==> run_1/clocks.png <==
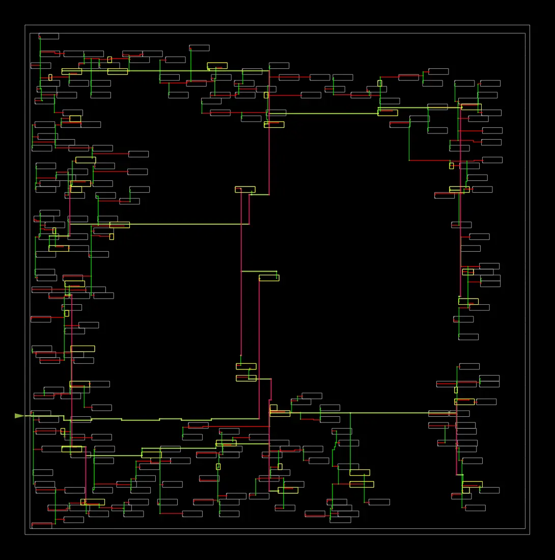
==> run_1/sizes.png <==
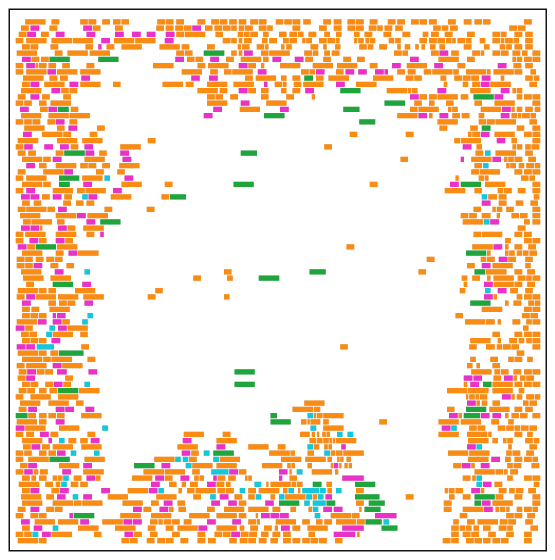
==> run_1/logic_types.png <==
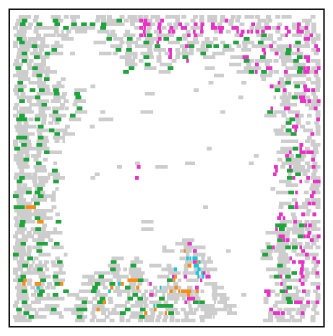
==> run_1/layer_met2.png <==
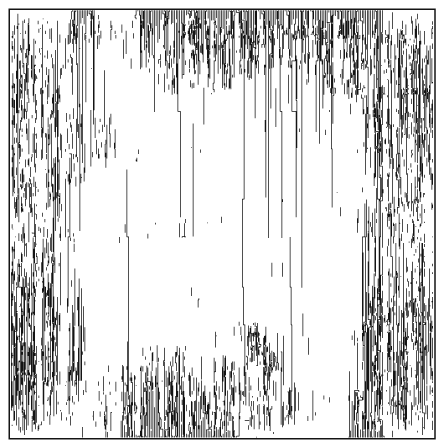
## config.mk

```make
export PLATFORM = sky130hd
export DESIGN_NAME = sys_bus_bridge
export DESIGN_NICKNAME = d
export VERILOG_FILES = /design/src/rtl/sys_bus_pkg.sv /design/src/rtl/sys_bus_bridge_decoder.sv /design/src/rtl/sys_bus_bridge.sv
export SDC_FILE = /design/constraint.sdc
export NUM_CORES = 1
export LEC_CHECK = 0
export CAP_MARGIN = 25
export CORE_AREA = 2 2 231 233
export DETAILED_ROUTE_END_ITERATION = 16
export DIE_AREA = 0 0 233 235
export REMOVE_ABC_BUFFERS = 1
export SYNTH_ARGS = -nofsm -noshare
export SYNTH_HDL_FRONTEND = slang
export SYNTH_SLANG_ARGS = --single-unit
```

## constraint.sdc

```tcl
create_clock -name clk_i -period 2.32 [get_ports clk_i]
set_input_delay 0.232 -clock clk_i [delete_from_list [all_inputs] [get_ports clk_i]]
set_output_delay 0.232 -clock clk_i [all_outputs]
set_load 0.02 [all_outputs]
```

## src/rtl/sys_bus_pkg.sv

```systemverilog
// ---------------------------------------------------------------------------
// sys_bus_pkg
//   Shared types and constants for the system bus bridge.
//   - bus_state_t   : bridge FSM state encoding
//   - CTRL_NONE     : rd/wr control code meaning "no access"
//   - MAX_SLV       : upper bound on the slave count
//   - slv_map_t     : base/mask table, one 64-bit entry per possible slave
//   - default_base / default_mask : 4 KiB windows from 0x2000_0000 upwards
// ---------------------------------------------------------------------------
package sys_bus_pkg;

    localparam int unsigned MAX_SLV   = 16;
    localparam logic [2:0]  CTRL_NONE = 3'b000;

    typedef enum logic [1:0] {
        ST_IDLE = 2'd0,
        ST_REQ  = 2'd1,
        ST_RESP = 2'd2,
        ST_ERR  = 2'd3
    } bus_state_t;

    // Table is sized for MAX_SLV entries of 64 bits; a bridge only looks at
    // its first NUM_SLV entries and the low ADDR_W bits of each.
    typedef logic [MAX_SLV-1:0][63:0] slv_map_t;

    function automatic slv_map_t default_base();
        slv_map_t m;
        for (int i = 0; i < MAX_SLV; i++) begin
            m[i] = 64'h2000_0000 + 64'(i) * 64'h1000;
        end
        return m;
    endfunction

    function automatic slv_map_t default_mask();
        slv_map_t m;
        for (int i = 0; i < MAX_SLV; i++) begin
            m[i] = 64'hFFFF_FFFF_FFFF_F000;
        end
        return m;
    endfunction

endpackage

```

## src/rtl/sys_bus_bridge_decoder.sv

```systemverilog
// ---------------------------------------------------------------------------
// sys_bus_decoder
//   Combinational address decoder. Slave i hits when
//   (addr & mask[i]) == base[i]; with overlapping windows the lowest index
//   wins, so sel_o is always one-hot or zero.
//   Ports:
//     addr_i  in   ADDR_W   address to decode
//     sel_o   out  NUM_SLV  one-hot slave select
//     hit_o   out  1        some slave matched
// ---------------------------------------------------------------------------
module sys_bus_decoder
    import sys_bus_pkg::*;
#(
    parameter int unsigned NUM_SLV  = 4,
    parameter int unsigned ADDR_W   = 64,
    parameter slv_map_t    SLV_BASE = default_base(),
    parameter slv_map_t    SLV_MASK = default_mask()
) (
    input  logic [ADDR_W-1:0]  addr_i,
    output logic [NUM_SLV-1:0] sel_o,
    output logic               hit_o
);

    logic found;

    always_comb begin
        sel_o = '0;
        found = 1'b0;
        for (int i = 0; i < NUM_SLV; i++) begin
            if (!found &&
                ((addr_i & SLV_MASK[i][ADDR_W-1:0]) == SLV_BASE[i][ADDR_W-1:0])) begin
                sel_o[i] = 1'b1;
                found    = 1'b1;
            end
        end
        hit_o = found;
    end

endmodule

```

## src/rtl/sys_bus_bridge.sv

```systemverilog
// ---------------------------------------------------------------------------
// sys_bus_bridge
//   Connects one bus master to NUM_SLV req/ack slaves. A command is latched
//   in IDLE, the selected slave is requested until it acks or the request
//   times out, and the master sees a one-cycle m_ready_o pulse (with m_err_o
//   for unmapped addresses, rd+wr together, or timeouts).
//   Ports:
//     clk_i, rst_ni       clock, async active-low reset
//     m_addr_i/m_din_i    master address / write data
//     m_rd_ctrl_i         read code  (000 = none)
//     m_wr_ctrl_i         write code (000 = none)
//     m_dout_o            read data, valid with m_ready_o
//     m_ready_o/m_err_o   completion pulse / error flag
//     s_req_o             one-hot slave request
//     s_addr_o/s_wdata_o  latched address / write data to all slaves
//     s_rd_ctrl_o/s_wr_ctrl_o latched control codes to all slaves
//     s_rdata_i           packed slave read data, slave i at [i*DATA_W +: DATA_W]
//     s_ack_i             slave done strobes
//
//   state | meaning
//   IDLE  | waiting for a command; decode and latch on arrival
//   REQ   | s_req held to selected slave; count cycles toward TIMEOUT
//   RESP  | m_ready pulse, no error
//   ERR   | m_ready pulse with m_err, m_dout forced to 0
// ---------------------------------------------------------------------------
module sys_bus_bridge
    import sys_bus_pkg::*;
#(
    parameter int unsigned NUM_SLV  = 4,
    parameter int unsigned ADDR_W   = 64,
    parameter int unsigned DATA_W   = 64,
    parameter int unsigned TIMEOUT  = 255,
    parameter slv_map_t    SLV_BASE = default_base(),
    parameter slv_map_t    SLV_MASK = default_mask()
) (
    input  logic                      clk_i,
    input  logic                      rst_ni,
    input  logic [ADDR_W-1:0]         m_addr_i,
    input  logic [DATA_W-1:0]         m_din_i,
    input  logic [2:0]                m_rd_ctrl_i,
    input  logic [2:0]                m_wr_ctrl_i,
    output logic [DATA_W-1:0]         m_dout_o,
    output logic                      m_ready_o,
    output logic                      m_err_o,
    output logic [NUM_SLV-1:0]        s_req_o,
    output logic [ADDR_W-1:0]         s_addr_o,
    output logic [DATA_W-1:0]         s_wdata_o,
    output logic [2:0]                s_rd_ctrl_o,
    output logic [2:0]                s_wr_ctrl_o,
    input  logic [NUM_SLV*DATA_W-1:0] s_rdata_i,
    input  logic [NUM_SLV-1:0]        s_ack_i
);

    localparam int unsigned      CNT_W    = $clog2(TIMEOUT + 1);
    localparam logic [CNT_W-1:0] CNT_LAST = CNT_W'(TIMEOUT - 1);

    bus_state_t          state_q;
    logic [CNT_W-1:0]    cnt_q;
    logic [NUM_SLV-1:0]  s_req_q;
    logic [ADDR_W-1:0]   s_addr_q;
    logic [DATA_W-1:0]   s_wdata_q;
    logic [2:0]          s_rd_ctrl_q;
    logic [2:0]          s_wr_ctrl_q;
    logic [DATA_W-1:0]   m_dout_q;
    logic                m_ready_q;
    logic                m_err_q;

    logic [NUM_SLV-1:0]  dec_sel;
    logic                dec_hit;
    logic                cmd_valid;
    logic                cmd_both;
    logic                ack_sel;
    logic [DATA_W-1:0]   rdata_sel;

    sys_bus_decoder #(
        .NUM_SLV  (NUM_SLV),
        .ADDR_W   (ADDR_W),
        .SLV_BASE (SLV_BASE),
        .SLV_MASK (SLV_MASK)
    ) u_decoder (
        .addr_i (m_addr_i),
        .sel_o  (dec_sel),
        .hit_o  (dec_hit)
    );

    assign cmd_valid = (m_rd_ctrl_i != CTRL_NONE) || (m_wr_ctrl_i != CTRL_NONE);
    assign cmd_both  = (m_rd_ctrl_i != CTRL_NONE) && (m_wr_ctrl_i != CTRL_NONE);

    // s_req_q is non-zero only in REQ, so it doubles as the ack/rdata select
    // and keeps acks from other slaves or other states out of the FSM.
    assign ack_sel = |(s_ack_i & s_req_q);

    always_comb begin
        rdata_sel = '0;
        for (int i = 0; i < NUM_SLV; i++) begin
            if (s_req_q[i]) begin
                rdata_sel = rdata_sel | s_rdata_i[i*DATA_W +: DATA_W];
            end
        end
    end

    always_ff @(posedge clk_i or negedge rst_ni) begin
        if (!rst_ni) begin
            state_q     <= ST_IDLE;
            cnt_q       <= '0;
            s_req_q     <= '0;
            s_addr_q    <= '0;
            s_wdata_q   <= '0;
            s_rd_ctrl_q <= CTRL_NONE;
            s_wr_ctrl_q <= CTRL_NONE;
            m_dout_q    <= '0;
            m_ready_q   <= 1'b0;
            m_err_q     <= 1'b0;
        end else begin
            case (state_q)
                ST_IDLE: begin
                    if (cmd_valid) begin
                        s_addr_q    <= m_addr_i;
                        s_wdata_q   <= m_din_i;
                        s_rd_ctrl_q <= m_rd_ctrl_i;
                        s_wr_ctrl_q <= m_wr_ctrl_i;
                        if (cmd_both || !dec_hit) begin
                            state_q   <= ST_ERR;
                            m_ready_q <= 1'b1;
                            m_err_q   <= 1'b1;
                            m_dout_q  <= '0;
                        end else begin
                            state_q <= ST_REQ;
                            s_req_q <= dec_sel;
                            cnt_q   <= '0;
                        end
                    end
                end
                ST_REQ: begin
                    // An ack in the final counted cycle still completes normally.
                    if (ack_sel) begin
                        state_q   <= ST_RESP;
                        s_req_q   <= '0;
                        m_ready_q <= 1'b1;
                        m_err_q   <= 1'b0;
                        if (s_rd_ctrl_q != CTRL_NONE) begin
                            m_dout_q <= rdata_sel;
                        end
                    end else if (cnt_q == CNT_LAST) begin
                        state_q   <= ST_ERR;
                        s_req_q   <= '0;
                        cnt_q     <= cnt_q + CNT_W'(1);
                        m_ready_q <= 1'b1;
                        m_err_q   <= 1'b1;
                        m_dout_q  <= '0;
                    end else begin
                        cnt_q <= cnt_q + CNT_W'(1);
                    end
                end
                ST_RESP, ST_ERR: begin
                    state_q   <= ST_IDLE;
                    m_ready_q <= 1'b0;
                    m_err_q   <= 1'b0;
                end
                default: begin
                    state_q   <= ST_IDLE;
                    s_req_q   <= '0;
                    m_ready_q <= 1'b0;
                    m_err_q   <= 1'b0;
                end
            endcase
        end
    end

    assign s_req_o     = s_req_q;
    assign s_addr_o    = s_addr_q;
    assign s_wdata_o   = s_wdata_q;
    assign s_rd_ctrl_o = s_rd_ctrl_q;
    assign s_wr_ctrl_o = s_wr_ctrl_q;
    assign m_dout_o    = m_dout_q;
    assign m_ready_o   = m_ready_q;
    assign m_err_o     = m_err_q;

endmodule

```

==> Slide: Implementation Results, run 1 <==
Physical Implementation Snapshot

GRT
  • First-pass GRT wire length: 62.04 mm
  • Grt ovf: 0
  • Most Crowded Layer GR: met2
  • Initial antenna violation count: 13
  • Largest net degree at the start of global routing: 68
  • Met2 Track Usage GR: 0.2688

Logic synthesis
  • Synth cell count leaders: dfrtp_1 (214), mux2_2 (194), a22oi_1 (128)
  • Cell taking the most area after synthesis: dfrtp_1
  • Syn Area/Cell: 13.00 um2
  • YS chip area: 9701 um2

Finish
  • Clock-cell share: 0.04782
  • Layout filler cell count: 5,181
  • Utilization after layout: 0.3427
  • Signal inverters: 4
  • Final std cells w/o fill: 2,096
  • FF/Latch Area: 5360 um2
  • Final nets: 1,784

Power
  • Pwr Total: 18.88 mW
  • VDD IR-drop max: 0.7744 mV
  • Logic pwr share: 0.477
  • Int Power: 12.46 mW
  • Pleak: 6.919 nW
  • Pwr per Cell Area: 1055 nW/um2

STA
  • Final period utilization: 0.9814
  • Final WS setup: 0.04318 ns
  • FMAX: 0.4392 GHz
  • Final hold vios: 0
  • Hold_ws: 0.2486 ns
  • Final Max Tran Viols: 0
  • RSZ-0062 raised after global routing: yes
  • Final setup violation count: 0

Route
  • First-pass detailed-route iteration total: 4
  • Starting DRT DRC Count: 298
  • Met2 WL post-DR: 21.83 mm
  • Met1 Wirelength: 16.45 mm
  • DR WL/cell: 20.85 um
  • Metal3 WL: 4.044 mm

CTS
  • CTS sink count: 214
  • Setup Fix Bufs, Post-CTS: 2

Critical path
  • R2r setup slk: 0.10 ns
  • CP Capture Type: register
  • Critical path startpoint: m_addr_i[34]
  • CP Launch Type: input port

Outcome
  • Status: complete, no violations

Floorplan
  • FP Core Util: 0.1857

Placed design
  • Placed inst area: 16,820 um2
  • Gpl congestion: 0.8260
  • Hpwl dp: 34.39 mm
  • Dpl cells: 2,037
Back to the opening pictures, clocks.png:
Clk power: 4.09 mW
clk latency late pin: 0.55 ns
seq_cells: 214
clk_skew: 0.009108 ns
clock buf count: 33

Back to the opening pictures, sizes.png:
size	color	cells	share
_2 cells	magenta	212	15%
_3 and _4 cells	cyan	57	4.1%
_6 and larger	green	52	3.7%
_0 and _1 cells	orange	1,084	77%

Back to the opening pictures, logic_types.png:
family	color	cells	most used
NAND gates	cyan	18	nand2_1
multiplexers	green	198	mux2_2
NOR gates	orange	27	nor4_1
inverting AOI/OAI gates	magenta	206	a22oi_1

Back to the opening pictures, layer_met2.png:
longest straight run	152 um
share of all routed wire	50%
nets with wire on the layer	1,624

==> run 1: cells by family (layout without fill, tap and decap cells) <==
group,Yosys count,in the layout,share of synthesized area
fa+ha+maj,2,2,0.002579
other cells,0,3,0
buf+inv,61,720,0.02928
flops,214,214,0.5520
mux,198,198,0.2298
compound gates,219,219,0.1530
simple gates,52,52,0.03328
==> run 1: power by group through the flow <==
stage | Clock [mW] | Combinational (mW) | Sequential, mW
after CTS | 4.25 | 8.89 | 5.80
after floorplan | 0 | 2.60 | 7.25
after global routing | 4.44 | 9.50 | 5.95
after global placement | 0 | 8.73 | 5.78
after detailed placement | 0 | 8.81 | 5.83
final | 4.09 | 9.01 | 5.78
==> run_1/placement_by_type.png <==
The bar under the picture is 50 um long. Fill, decap, tap and diode cells in gray.
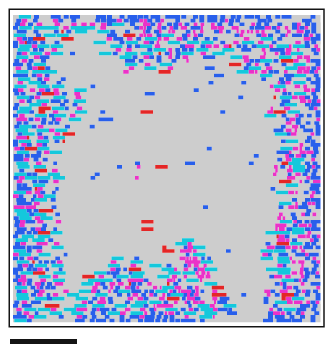

==> run 1 -> run 2 <==
--- a/config.mk
+++ b/config.mk
@@ -5,10 +5,12 @@
 export SDC_FILE = /design/constraint.sdc
 export NUM_CORES = 1
 export LEC_CHECK = 0
+export ABC_CLOCK_PERIOD_IN_PS = 2320
 export CAP_MARGIN = 25
 export CORE_AREA = 2 2 231 233
 export DETAILED_ROUTE_END_ITERATION = 16
 export DIE_AREA = 0 0 233 235
+export PLACE_DENSITY = 0.47
 export REMOVE_ABC_BUFFERS = 1
 export SYNTH_ARGS = -nofsm -noshare
 export SYNTH_HDL_FRONTEND = slang
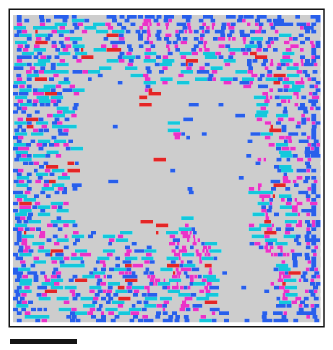
(run_2/placement_by_type.png)
The bar under the picture is 50 um long. Fill, decap, tap and diode cells in gray.
class	color	cells
clock drivers and dummy loads	red	50
other buffers and delay cells	blue	662
combinational and other logic	magenta	475
flops	cyan	214

==> Slide: Implementation Results, run 2 <==
Physical Implementation Snapshot

Power
  • Int Power: 12.51 mW (+0.36%)
  • VDD IR-drop max: 0.6844 mV (-12%)
  • Pwr Total: 18.93 mW (+0.25%)
  • Logic pwr share: 0.468 (-0.009)
  • Pleak: 6.911 nW (-0.12%)
  • Clk power: 4.31 mW (+5.4%)

STA
  • Final Max Tran Viols: 0 (unchanged)
  • Final hold vios: 0 (unchanged)
  • FMAX: 0.4469 GHz (+1.8%)
  • Final WS setup: 0.08255 ns (+0.03937 ns)
  • Clk_skew: 0.03295 ns (+0.02384 ns)
  • Final setup violation count: 0 (unchanged)
  • Final period utilization: 0.9644 (-0.01697)

Logic synthesis
  • Simple Share, Synth: 0.03328 (unchanged)
  • Adder Share, Synth: 0.002580 (unchanged)
  • Synth cell count leaders: dfrtp_1 (214), mux2_2 (194), a22oi_1 (128)
  • Compound-Gate Fraction of Synth Area: 0.1530 (unchanged)
  • Xor/xnor share: 0 (unchanged)
  • Multiplexer share: 0.2298 (unchanged)
  • Syn Area/Cell: 13.00 um2 (unchanged)
  • Cell taking the most area after synthesis: dfrtp_1

CTS
  • Setup Fix Bufs, Post-CTS: 1 (-1)
  • Clk latency late pin: 0.57 ns (+0.02 ns)

Placed design
  • Hpwl dp: 36.55 mm (+6.3%)
  • Gpl congestion: 0.7815 (-5.4%)

Finish
  • Clock buf count: 43 (+30%)
  • Signal inverters: 4 (unchanged)
  • Final std cells w/o fill: 2,092 (-0.19%)
  • FF/Latch Area: 5360 um2 (unchanged)
  • Utilization after layout: 0.3428 (about the same)
  • Seq_cells: 214 (unchanged)
  • Layout filler cell count: 5,310 (+2.5%)

Outcome
  • Status: complete, no violations

Critical path
  • R2r setup slk: 0.14 ns (+0.04 ns)
  • CP Launch Type: register
  • CP Capture Type: output pin

GRT
  • Most Crowded Layer GR: met2
  • Met2 Track Usage GR: 0.2914 (+0.02255)
  • Grt ovf: 0 (unchanged)
  • Largest net degree at the start of global routing: 69 (+1.5%)
  • First-pass GRT wire length: 66.56 mm (+7.3%)
  • Initial antenna violation count: 8 (-5)

Route
  • Starting DRT DRC Count: 326 (+9.4%)
  • DR WL/cell: 22.21 um (+6.5%)
  • Met1 Wirelength: 17.48 mm (+6.2%)
  • First-pass detailed-route iteration total: 4 (unchanged)
  • Metal3 WL: 4.967 mm (+23%)
run 2: cell counts after synthesis:
No cell type changed its count.
run 2: how the worst max path moves through the flow:
stage                           startpoint                        to  cells after the start
finish              s_req_o[2]$_DFFE_PN0P_                s_req_o[2]                      2
global route        s_req_o[2]$_DFFE_PN0P_  m_dout_o[18]$_DFFE_PN0P_                      7
CTS                 s_req_o[1]$_DFFE_PN0P_                s_req_o[1]                      2
detailed placement            m_addr_i[18]  m_dout_o[18]$_DFFE_PN0P_                      8
global placement                s_ack_i[0]  m_dout_o[30]$_DFFE_PN0P_                      7
floorplan           s_req_o[2]$_DFFE_PN0P_   m_dout_o[0]$_DFFE_PN0P_                      5
==> run 2 -> run 3 <==
--- a/config.mk
+++ b/config.mk
@@ -10,6 +10,7 @@
 export CORE_AREA = 2 2 231 233
 export DETAILED_ROUTE_END_ITERATION = 16
 export DIE_AREA = 0 0 233 235
+export HOLD_SLACK_MARGIN = 0.05
 export PLACE_DENSITY = 0.47
 export REMOVE_ABC_BUFFERS = 1
 export SYNTH_ARGS = -nofsm -noshare
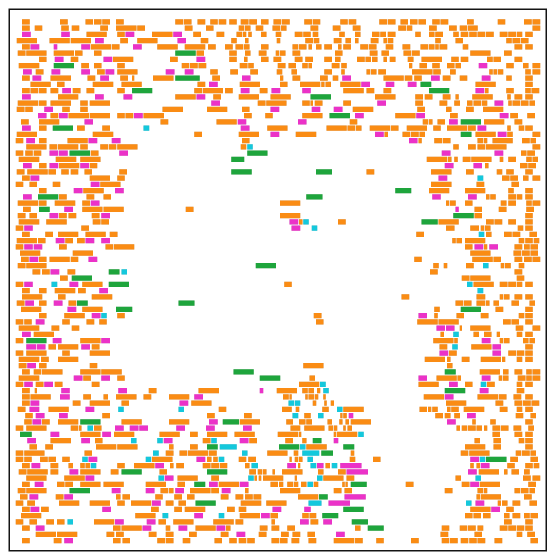
(run_3/sizes.png)
size	color	cells	share
_0 and _1 cells	orange	1,085	77%
_6 and larger	green	55	3.9%
_2 cells	magenta	208	15%
_3 and _4 cells	cyan	53	3.8%

==> Slide: Implementation Results, run 3 <==
Physical Implementation Snapshot

STA
  • FMAX: 0.4469 GHz (unchanged)
  • Final Max Tran Viols: 0 (unchanged)
  • Clk_skew: 0.03295 ns (unchanged)
  • Final period utilization: 0.9644 (unchanged)

Power
  • Pwr Total: 18.93 mW (unchanged)
  • Pleak: 6.911 nW (unchanged)
  • Clk power: 4.31 mW (about the same)
  • VDD IR-drop max: 0.6844 mV (unchanged)

Route
  • Metal3 WL: 4.967 mm (unchanged)
  • DR WL/cell: 22.21 um (unchanged)

Critical path
  • R2r setup slk: 0.14 ns (about the same)
  • CP Launch Type: register

GRT
  • First-pass GRT wire length: 66.56 mm (unchanged)

Outcome
  • Status: complete, no violations

CTS
  • Clk latency late pin: 0.57 ns (about the same)

Finish
  • Layout filler cell count: 5,310 (unchanged)
  • Utilization after layout: 0.3428 (unchanged)

Placed design
  • Gpl congestion: 0.7815 (unchanged)
  • Hpwl dp: 36.55 mm (unchanged)

Logic synthesis
  • Syn Area/Cell: 13.00 um2 (unchanged)
  • Cell taking the most area after synthesis: dfrtp_1
[run 3: final cells by class]
| cell class | instances | area (um2) | share of cell area |
|---|---|---|---|
| inverters | 4 | 15.01 | 0.0008384 |
| clock buffers | 43 | 847.1 | 0.04730 |
| repair buffers | 662 | 6648 | 0.3712 |
| flip-flops and latches | 214 | 5360 | 0.2993 |
| multi-input cells | 471 | 4094 | 0.2286 |
| diodes | 3 | 7.507 | 0.0004192 |
| well taps | 688 | 860.8 | 0.04807 |
| clock inverters | 7 | 76.32 | 0.004262 |
[run 3: kinds of logic after synthesis]
| logic type | share of synthesized area |
|---|---|
| buf+inv | 0.02928 |
| fa+ha+maj | 0.002579 |
| compound gates | 0.1530 |
| flops | 0.5520 |
| simple gates | 0.03328 |
| mux | 0.2298 |
Power is estimated from default activity; no workload was simulated.
